==> src/rtl/if_id_skid_reg_pkg.sv <==
// -----------------------------------------------------------------------------
// if_id_skid_reg_pkg
// Shared pipeline definitions for the fetch/decode stage register:
//   - default instruction and PC widths
//   - the fill bit of the bubble/NOP encoding (all ones, decode sees a NOP)
//   - the stage-state encoding and a helper mapping state to occupancy
// -----------------------------------------------------------------------------
package if_id_skid_reg_pkg;

    localparam int INST_W_DEF = 32;
    localparam int PC_W_DEF   = 11;

    // Bubble words are built by replicating this bit across the instruction.
    localparam logic NOP_BIT = 1'b1;

    typedef enum logic [1:0] {
        ST_EMPTY = 2'd0,
        ST_ONE   = 2'd1,
        ST_TWO   = 2'd2
    } stage_state_e;

    // The state encoding doubles as the number of held entries.
    function automatic logic [1:0] state_occupancy(stage_state_e s);
        return s;
    endfunction

endpackage

==> src/rtl/if_id_skid_reg_if.sv <==
// -----------------------------------------------------------------------------
// if_id_skid_reg_if
// Handshake bundle around the fetch/decode stage register.
//   in_valid/in_ready/in_inst/in_pc     : fetch side (upstream)
//   out_valid/out_ready/out_inst/out_pc : decode side (downstream)
//
// Handshake: a transfer happens on an edge where valid and ready are both
// high. The stage never withdraws out_valid or changes out_inst/out_pc while
// out_valid is high and out_ready is low; flush and reset are the only
// exceptions.
//
// Modports:
//   master : environment around the stage (drives fetch data and out_ready)
//   slave  : the stage register itself
// -----------------------------------------------------------------------------
interface if_id_skid_reg_if #(
    parameter int INST_W = 32,
    parameter int PC_W   = 11
);
    logic              in_valid;
    logic              in_ready;
    logic [INST_W-1:0] in_inst;
    logic [PC_W-1:0]   in_pc;
    logic              out_valid;
    logic              out_ready;
    logic [INST_W-1:0] out_inst;
    logic [PC_W-1:0]   out_pc;

    modport master (
        output in_valid, in_inst, in_pc, out_ready,
        input  in_ready, out_valid, out_inst, out_pc
    );

    modport slave (
        input  in_valid, in_inst, in_pc, out_ready,
        output in_ready, out_valid, out_inst, out_pc
    );
endinterface

==> src/rtl/if_id_skid_reg_stage_entry.sv <==
// -----------------------------------------------------------------------------
// stage_entry
// One held instruction: an INST_W + PC_W register updated on the falling edge.
//   clock       : stage clock (falling edge active)
//   reset       : synchronous, active-high; inst <= BUBBLE, pc <= 0
//   load_bubble : inst <= BUBBLE, pc <= d_pc (wins over load)
//   load        : inst <= d_inst, pc <= d_pc
//   d_inst/d_pc : data to capture
//   q_inst/q_pc : held contents
// -----------------------------------------------------------------------------
module stage_entry #(
    parameter int                INST_W = 32,
    parameter int                PC_W   = 11,
    parameter logic [INST_W-1:0] BUBBLE = {INST_W{1'b1}}
) (
    input  logic              clock,
    input  logic              reset,
    input  logic              load,
    input  logic              load_bubble,
    input  logic [INST_W-1:0] d_inst,
    input  logic [PC_W-1:0]   d_pc,
    output logic [INST_W-1:0] q_inst,
    output logic [PC_W-1:0]   q_pc
);

    always_ff @(negedge clock) begin
        if (reset) begin
            q_inst <= BUBBLE;
            q_pc   <= '0;
        end else if (load_bubble) begin
            q_inst <= BUBBLE;
            q_pc   <= d_pc;
        end else if (load) begin
            q_inst <= d_inst;
            q_pc   <= d_pc;
        end
    end

endmodule

==> src/rtl/if_id_skid_reg.sv <==
// -----------------------------------------------------------------------------
// if_id_skid_reg
// Fetch/decode stage register with valid/ready handshake, optional one-entry
// skid buffer, synchronous flush and bubble injection. All state changes on
// the falling edge of clock.
//   clock     : stage clock
//   reset     : synchronous, active-high; beats flush and push
//   flush     : drop every held instruction, present a bubble with pc = in_pc
//   pipe      : slave side of if_id_skid_reg_if (fetch in, decode out)
//   occupancy : held entries 0..2; also the FSM state (EMPTY/ONE/TWO)
//
// SKID = 1: two entries, in_ready registered (no out_ready -> in_ready path).
// SKID = 0: one entry, in_ready = empty | out_ready.
// -----------------------------------------------------------------------------
module if_id_skid_reg
    import if_id_skid_reg_pkg::*;
#(
    parameter int                INST_W = INST_W_DEF,
    parameter int                PC_W   = PC_W_DEF,
    parameter logic [INST_W-1:0] BUBBLE = {INST_W{NOP_BIT}},
    parameter bit                SKID   = 1'b1
) (
    input  logic                  clock,
    input  logic                  reset,
    input  logic                  flush,
    if_id_skid_reg_if.slave       pipe,
    output logic [1:0]            occupancy
);

    stage_state_e      state;
    stage_state_e      state_nxt;
    logic              out_valid_q;
    logic [1:0]        occ_q;
    logic              skid_ready_q;

    logic              in_ready_c;
    logic              push;
    logic              pop;
    logic              main_load;
    logic              main_from_skid;
    logic              main_sel_skid;
    logic              skid_load;

    logic [INST_W-1:0] main_inst;
    logic [PC_W-1:0]   main_pc;
    logic [INST_W-1:0] skid_inst;
    logic [PC_W-1:0]   skid_pc;

    assign in_ready_c = SKID ? skid_ready_q
                             : ((state == ST_EMPTY) | pipe.out_ready);
    assign push = pipe.in_valid & in_ready_c;
    assign pop  = out_valid_q & pipe.out_ready;

    always_comb begin
        state_nxt      = state;
        main_load      = 1'b0;
        main_from_skid = 1'b0;
        skid_load      = 1'b0;
        case (state)
            ST_EMPTY: begin
                if (push) begin
                    main_load = 1'b1;
                    state_nxt = ST_ONE;
                end
            end
            ST_ONE: begin
                if (push && pop) begin
                    main_load = 1'b1;
                end else if (push && SKID) begin
                    skid_load = 1'b1;
                    state_nxt = ST_TWO;
                end else if (pop) begin
                    state_nxt = ST_EMPTY;
                end
            end
            ST_TWO: begin
                // in_ready is low here, so only a pop can happen.
                if (pop) begin
                    main_load      = 1'b1;
                    main_from_skid = 1'b1;
                    state_nxt      = ST_ONE;
                end
            end
            default: state_nxt = ST_EMPTY;
        endcase
    end

    // Status flags are registered from the next state so the outputs come
    // straight from flops; skid_ready_q is what makes in_ready registered.
    always_ff @(negedge clock) begin
        if (reset || flush) begin
            state        <= ST_EMPTY;
            out_valid_q  <= 1'b0;
            occ_q        <= 2'd0;
            skid_ready_q <= 1'b1;
        end else begin
            state        <= state_nxt;
            out_valid_q  <= (state_nxt != ST_EMPTY);
            occ_q        <= state_occupancy(state_nxt);
            skid_ready_q <= (state_nxt != ST_TWO);
        end
    end

    // On flush the main pc must come from in_pc, never from the skid entry.
    assign main_sel_skid = main_from_skid & ~flush;

    stage_entry #(
        .INST_W (INST_W),
        .PC_W   (PC_W),
        .BUBBLE (BUBBLE)
    ) u_main (
        .clock       (clock),
        .reset       (reset),
        .load        (main_load),
        .load_bubble (flush),
        .d_inst      (main_sel_skid ? skid_inst : pipe.in_inst),
        .d_pc        (main_sel_skid ? skid_pc   : pipe.in_pc),
        .q_inst      (main_inst),
        .q_pc        (main_pc)
    );

    stage_entry #(
        .INST_W (INST_W),
        .PC_W   (PC_W),
        .BUBBLE (BUBBLE)
    ) u_skid (
        .clock       (clock),
        .reset       (reset),
        .load        (skid_load),
        .load_bubble (1'b0),
        .d_inst      (pipe.in_inst),
        .d_pc        (pipe.in_pc),
        .q_inst      (skid_inst),
        .q_pc        (skid_pc)
    );

    assign pipe.in_ready  = in_ready_c;
    assign pipe.out_valid = out_valid_q;
    assign pipe.out_inst  = out_valid_q ? main_inst : BUBBLE;
    assign pipe.out_pc    = main_pc;
    assign occupancy      = occ_q;

endmodule

==> src/flat_wrapper.sv <==
// flat-port wrapper written by rule: the top's interface ports become plain ports
module if_id_skid_reg_flat import if_id_skid_reg_pkg::*;
#(
    parameter int                INST_W = INST_W_DEF,
    parameter int                PC_W   = PC_W_DEF,
    parameter logic [INST_W-1:0] BUBBLE = {INST_W{NOP_BIT}},
    parameter bit                SKID   = 1'b1
)
  (clock, reset, flush, occupancy, pipe_in_valid, pipe_in_inst, pipe_in_pc, pipe_out_ready, pipe_in_ready, pipe_out_valid, pipe_out_inst, pipe_out_pc);
  if_id_skid_reg_if #(.INST_W(INST_W), .PC_W(PC_W)) pipe_i ();
  input  logic clock;
  input  logic reset;
  input  logic flush;
  output logic [1:0] occupancy;
  input wire logic [$bits(pipe_i.in_valid)-1:0] pipe_in_valid;
  input wire logic [$bits(pipe_i.in_inst)-1:0] pipe_in_inst;
  input wire logic [$bits(pipe_i.in_pc)-1:0] pipe_in_pc;
  input wire logic [$bits(pipe_i.out_ready)-1:0] pipe_out_ready;
  output wire logic [$bits(pipe_i.in_ready)-1:0] pipe_in_ready;
  output wire logic [$bits(pipe_i.out_valid)-1:0] pipe_out_valid;
  output wire logic [$bits(pipe_i.out_inst)-1:0] pipe_out_inst;
  output wire logic [$bits(pipe_i.out_pc)-1:0] pipe_out_pc;
  assign pipe_i.in_valid = pipe_in_valid;
  assign pipe_i.in_inst = pipe_in_inst;
  assign pipe_i.in_pc = pipe_in_pc;
  assign pipe_i.out_ready = pipe_out_ready;
  assign pipe_in_ready = pipe_i.in_ready;
  assign pipe_out_valid = pipe_i.out_valid;
  assign pipe_out_inst = pipe_i.out_inst;
  assign pipe_out_pc = pipe_i.out_pc;
  if_id_skid_reg #(.INST_W(INST_W), .PC_W(PC_W), .BUBBLE(BUBBLE), .SKID(SKID)) u_core (.clock(clock), .reset(reset), .flush(flush), .pipe(pipe_i), .occupancy(occupancy));
endmodule
==> config.mk <==
export PLATFORM = sky130hd
export DESIGN_NAME = if_id_skid_reg_flat
export DESIGN_NICKNAME = d
export VERILOG_FILES = /design/src/rtl/if_id_skid_reg_pkg.sv /design/src/rtl/if_id_skid_reg_if.sv /design/src/rtl/if_id_skid_reg_stage_entry.sv /design/src/rtl/if_id_skid_reg.sv /design/src/flat_wrapper.sv
export SDC_FILE = /design/constraint.sdc
export NUM_CORES = 1
export LEC_CHECK = 0
export ABC_AREA = 1
export ABC_CLOCK_PERIOD_IN_PS = 3200
export CAP_MARGIN = 20
export CORE_MARGIN = 2
export CORE_UTILIZATION = 42
export DETAILED_ROUTE_END_ITERATION = 8
export GPL_TIMING_DRIVEN = 0
export MAX_ROUTING_LAYER = met4
export PLACE_DENSITY = 0.73
export SETUP_SLACK_MARGIN = 0.2
export SYNTH_ARGS = -nofsm -noshare
export SYNTH_HDL_FRONTEND = slang
export SYNTH_HIERARCHICAL = 1
export SYNTH_SLANG_ARGS = --single-unit
==> constraint.sdc <==
create_clock -name clock -period 3.2 [get_ports clock]
set_input_delay 0.64 -clock clock [delete_from_list [all_inputs] [get_ports clock]]
set_output_delay 0.64 -clock clock [all_outputs]
set_load 0.05 [all_outputs]
Figure 1. Sequential cells colored by netlist name (run 1).
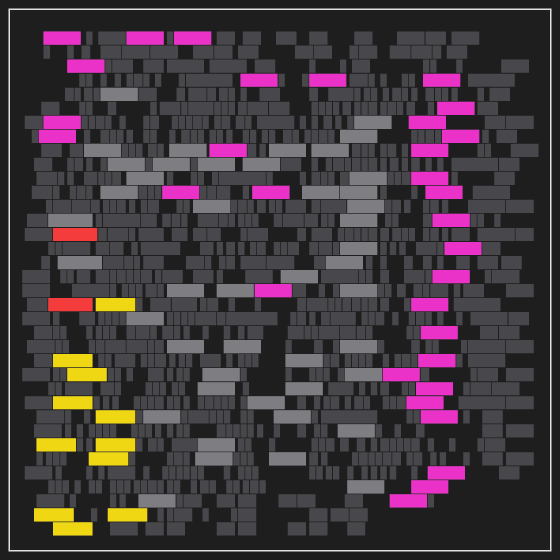
[magenta] `u_core/u_main/q_inst` | sequential cells: 32 | where: widely spread
[yellow] `u_core/u_main/q_pc` | sequential cells: 11 | where: lower left
[red] `u_core/occupancy` | sequential cells: 2

Figure 2. Placed cells, one color a class (run 1).
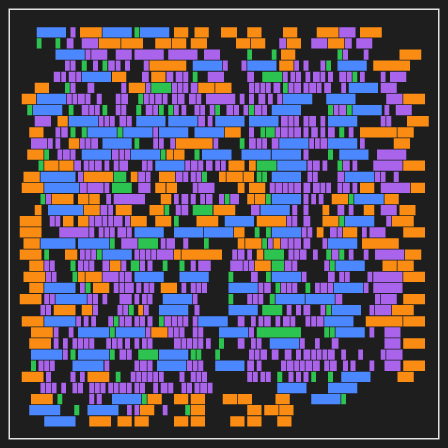
[orange] other buffers and delay cells | cells: 151 | share of their area: 26%
[blue] flops | cells: 90 | share of their area: 28%
[purple] combinational and other logic | cells: 529 | share of their area: 38%
[green] clock drivers and dummy loads | cells: 105 | share of their area: 7.9%

==> flow_summary.json, run 1 <==
{
  "power.density_nw_per_um2": 433,
  "die_x_um": 105,
  "buf_share_pct": 25.5,
  "drtAntennaViolNets": 0,
  "dr.pass1.iters": 5,
  "comb_cells": 423,
  "lay_top_cells": "nand2_1, inv_1, dfxtp_1",
  "postCtsSetupBuffers": 9,
  "wl_met1_um": 5090,
  "synth_top_area_share_pct": 42.3,
  "syn_area_um2": 4260,
  "path_class": "flip-flop to primary output",
  "numSequentialCells": 90,
  "seq_share_pct": 26.9,
  "reg2reg_depth": 10,
  "yosysTopAreaCell": "dfxtp_1",
  "warnings": 119,
  "cts-root-buf": "clkbuf_8",
  "clock_latency_ns": 0.42,
  "maxSlewViolCount": 0,
  "power_uw": 2940,
  "cp-startpoint": "u_core/pipe.out_valid$_SDFF_NP0_",
  "setup_ws_ns": -0.321,
  "drive_gt1_share_pct": 20.9,
  "endpoint_kind": "primary output",
  "switchingPower_uw": 1030,
  "finClkSkew_ns": 0.0312,
  "ctsResizeCount": 403,
  "p_clk_uw": 1210,
  "worstHoldStart": "u_core/u_skid/q_inst[25]$_SDFFE_NP1P_",
  "yosys_warnings": 6,
  "synthToLayoutAreaGrowth_pct": 59.4,
  "synthXorXnorAreaFrac_pct": 0,
  "critical_path.top_delay_family": "buffers and inverters",
  "fa_ha_area_share_pct": 0,
  "hold_end": "u_core/u_skid/q_inst[25]$_SDFFE_NP1P_",
  "cts.path.max_buffers": 2,
  "hold_violations": 0,
  "most_common_cell": "nand2_1",
  "pwr-share-seq_pct": 41.2,
  "dp.cells": 888,
  "row_count": 36,
  "cp_max_fo": 9,
  "dieHeight_um": 105,
  "slowest_delay_ns": 0.34,
  "setup_violations": 33,
  "n_all_buffers": 151,
  "dr_wl_met3_um": 762,
  "violations": "negative setup slack",
  "rsz0062_at_grt": "yes",
  "grt_max_degree": 15,
  "worst-path-stages": 4,
  "holdBufCountCts": 0,
  "antenna_found_initial": 0,
  "fillers": 824,
  "layout_top_cell": "nand2_1",
  "tap_cells": 133,
  "track_usage_pct": 22.4,
  "holdPathStages": 2,
  "yosys.area_share.simple_pct": 36.4,
  "clock_area_share_pct": 7.73,
  "status": "complete, but fails checks",
  "dpl.hpwl_um": 8050,
  "cts_buffers": 9,
  "final_nets": 919,
  "num_antenna_cells": 0,
  "synth-main-ff-cell": "dfxtp_1",
  "post-route-util_pct": 69.2,
  "grt_use_met1_pct": 24.9,
  "yosysUniqueCellTypes": 20
}
Figure 3. Cells by drive strength (run 1).
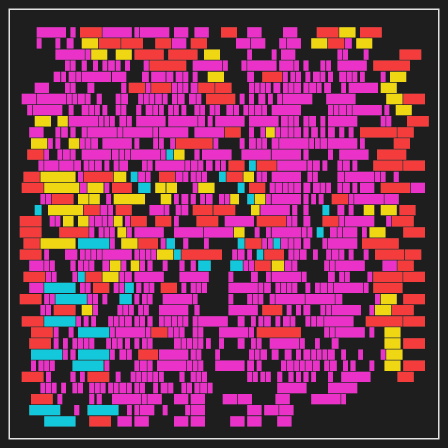
[magenta] _0 and _1 cells | cells: 692 | most used: nand2_1
[cyan] _2 cells | cells: 31
[red] _6 and larger | cells: 96 | most used: buf_8
[yellow] _3 and _4 cells | cells: 56 | most used: nand2_4

==> inputs of run 2 (changes only) <==
--- a/config.mk
+++ b/config.mk
@@ -6,14 +6,15 @@
 export NUM_CORES = 1
 export LEC_CHECK = 0
 export ABC_AREA = 1
-export ABC_CLOCK_PERIOD_IN_PS = 3200
+export ABC_CLOCK_PERIOD_IN_PS = 3900
 export CAP_MARGIN = 20
+export CORE_ASPECT_RATIO = 0.5
 export CORE_MARGIN = 2
 export CORE_UTILIZATION = 42
 export DETAILED_ROUTE_END_ITERATION = 8
 export GPL_TIMING_DRIVEN = 0
 export MAX_ROUTING_LAYER = met4
-export PLACE_DENSITY = 0.73
+export PLACE_DENSITY = 0.68
 export SETUP_SLACK_MARGIN = 0.2
 export SYNTH_ARGS = -nofsm -noshare
 export SYNTH_HDL_FRONTEND = slang
==> constraint.sdc (replaced) <==
create_clock -name clock -period 3.9 [get_ports clock]
set_input_delay 0.78 -clock clock [delete_from_list [all_inputs] [get_ports clock]]
set_output_delay 0.78 -clock clock [all_outputs]
set_load 0.05 [all_outputs]
Figure 4. Local utilization (run 2).
15 x 8 tiles, from black (low) to pale yellow (high), 0 to 100% covered.
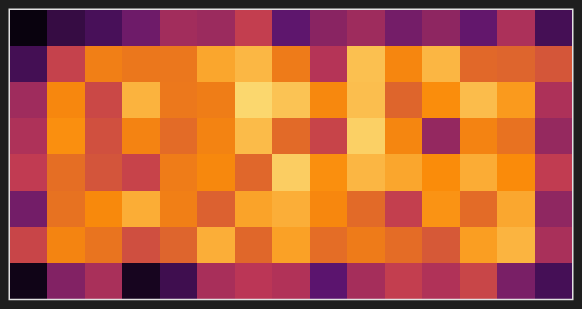
fullest tile: 91%
densest ninth of the die: center
mean over tiles: 59%
tiles over 75% full: 23%

==> run 2 against run 1 <==
Effect of this change:
- the flow still finishes with violations (negative setup slack)
- largest cell class unchanged
- routed wire length shrank 2.3%
- design area fell by 1.5%
- synthesized cell count stayed put
- critical path type unchanged
- non-clock buffer count increased by 2
- utilization grew 0.066 points
- clock power fell by 7%
- worst setup slack improved by 0.22 ns
- clock skew down 0.016 ns
- via count down 2.1%
- sequential power down 18%
- critical path depth is the same
==> flow_summary.json, run 2 <==
{
  "status": "complete, but fails checks",
  "violations": "negative setup slack",
  "cts-root-buf": "clkbuf_16",
  "die_area_um2": 11000,
  "drive_gt1_share_pct": 20.0,
  "swShare_pct": 32.9,
  "edf_count": 0,
  "fillers": 841,
  "worstHoldStart": "u_core/u_main/q_inst[25]$_SDFFE_NP1P_",
  "yosysTopAreaCell": "dfxtp_1",
  "cp_max_fo": 5,
  "most_common_cell": "nand2_1",
  "clock_area_share_pct": 8.84,
  "worst-path-stages": 4,
  "syn_area_um2": 4260,
  "largest_class": "multi-input combinational cells",
  "path_class": "flip-flop to primary output",
  "seqCellArea_um2": 1820,
  "cts_buffers": 9,
  "synthXorXnorAreaFrac_pct": 0,
  "final_nets": 921,
  "row_count": 25,
  "fa_ha_area_share_pct": 0,
  "hold_end": "u_core/u_main/q_inst[25]$_SDFFE_NP1P_",
  "yosysUniqueCellTypes": 20,
  "tap_cells": 135,
  "inv_count": 106,
  "dr_wl_met3_um": 612,
  "pwr-share-seq_pct": 39.3,
  "endpoint_kind": "primary output",
  "ys_cells": 660,
  "cts.path.max_buffers": 2,
  "die_x_um": 146,
  "async_flop_share_pct": 0,
  "setup_ws_ns": -0.102,
  "remaining_drc_errors": 0,
  "power_uw": 2530,
  "topCellsByArea": "dfxtp_1, nand2_1, inv_1",
  "maxSlewViolCount": 0,
  "startpoint_type": "flip-flop",
  "r2r-start": "u_core/pipe.out_valid$_SDFF_NP0_",
  "grt_max_degree": 14,
  "buf_share_pct": 25.1,
  "setup_violations": 30,
  "holdPathStages": 2,
  "synth-main-ff-cell": "dfxtp_1",
  "crit_chain": "buf_12, clkbuf_16, nand2_4, buf_8",
  "nClkBuffers": 9,
  "num_antenna_cells": 0,
  "drtAntennaViolNets": 0,
  "p_clk_share_pct": 44.3,
  "path_buffers": 3,
  "netlist_top_cells_count": "nand2_1, inv_1, dfxtp_1",
  "hold_violations": 0,
  "power.density_nw_per_um2": 377,
  "warnings": 119,
  "numSequentialCells": 90,
  "yosys_warnings": 6,
  "dpl.hpwl_um": 7620,
  "tritoncts": "built",
  "holdBufCountCts": 0,
  "rsz0062_at_grt": "yes",
  "p_leak_uw": 0.00440,
  "synth_top_area_share_pct": 42.3,
  "clkTransAtPathRegs_ns": 0.03,
  "post-route-util_pct": 69.3,
  "seq_cell_power_uw": 994,
  "slowest_delay_ns": 0.37,
  "clock_latency_ns": 0.40,
  "lay_top_cells": "nand2_1, inv_1, dfxtp_1",
  "critical_path.top_delay_family": "buffers and inverters",
  "p_clk_uw": 1120,
  "avgSynthCellArea_um2": 6.46,
  "synthToLayoutAreaGrowth_pct": 57.0,
  "layout_top_cell": "nand2_1",
  "antenna_found_initial": 0,
  "ys_seq_elements": 90,
  "aoi_share_pct": 5.31,
  "fin_hold_ws_ns": 0.447,
  "pg_comb_uw": 413,
  "dr.pass1.iters": 5,
  "comb_cells": 423,
  "instances_no_fill": 1011,
  "cp.arrival_ns": 3.22,
  "n_all_buffers": 153,
  "track_usage_pct": 22.5,
  "switchingPower_uw": 832,
  "wl_met1_um": 5430,
  "seq_share_pct": 27.1,
  "reg2reg_depth": 14,
  "postCtsSetupBuffers": 11,
  "ctsResizeCount": 348,
  "dp.cells": 890,
  "comb_share_pct": 30.4,
  "gp_congestion": 0.823,
  "dieHeight_um": 75.2,
  "largestRegisters": "u_core/u_main/q_inst: 32 flops, u_core/u_skid/q_inst: 32 flops",
  "cp-startpoint": "u_core/pipe.out_valid$_SDFF_NP0_",
  "hp-class": "flip-flop to flip-flop",
  "finClkSkew_ns": 0.0149,
  "yosys.area_share.simple_pct": 36.4,
  "grt_use_met1_pct": 26.4
}
No activity file was given, so power comes from the tool's default toggle rates.
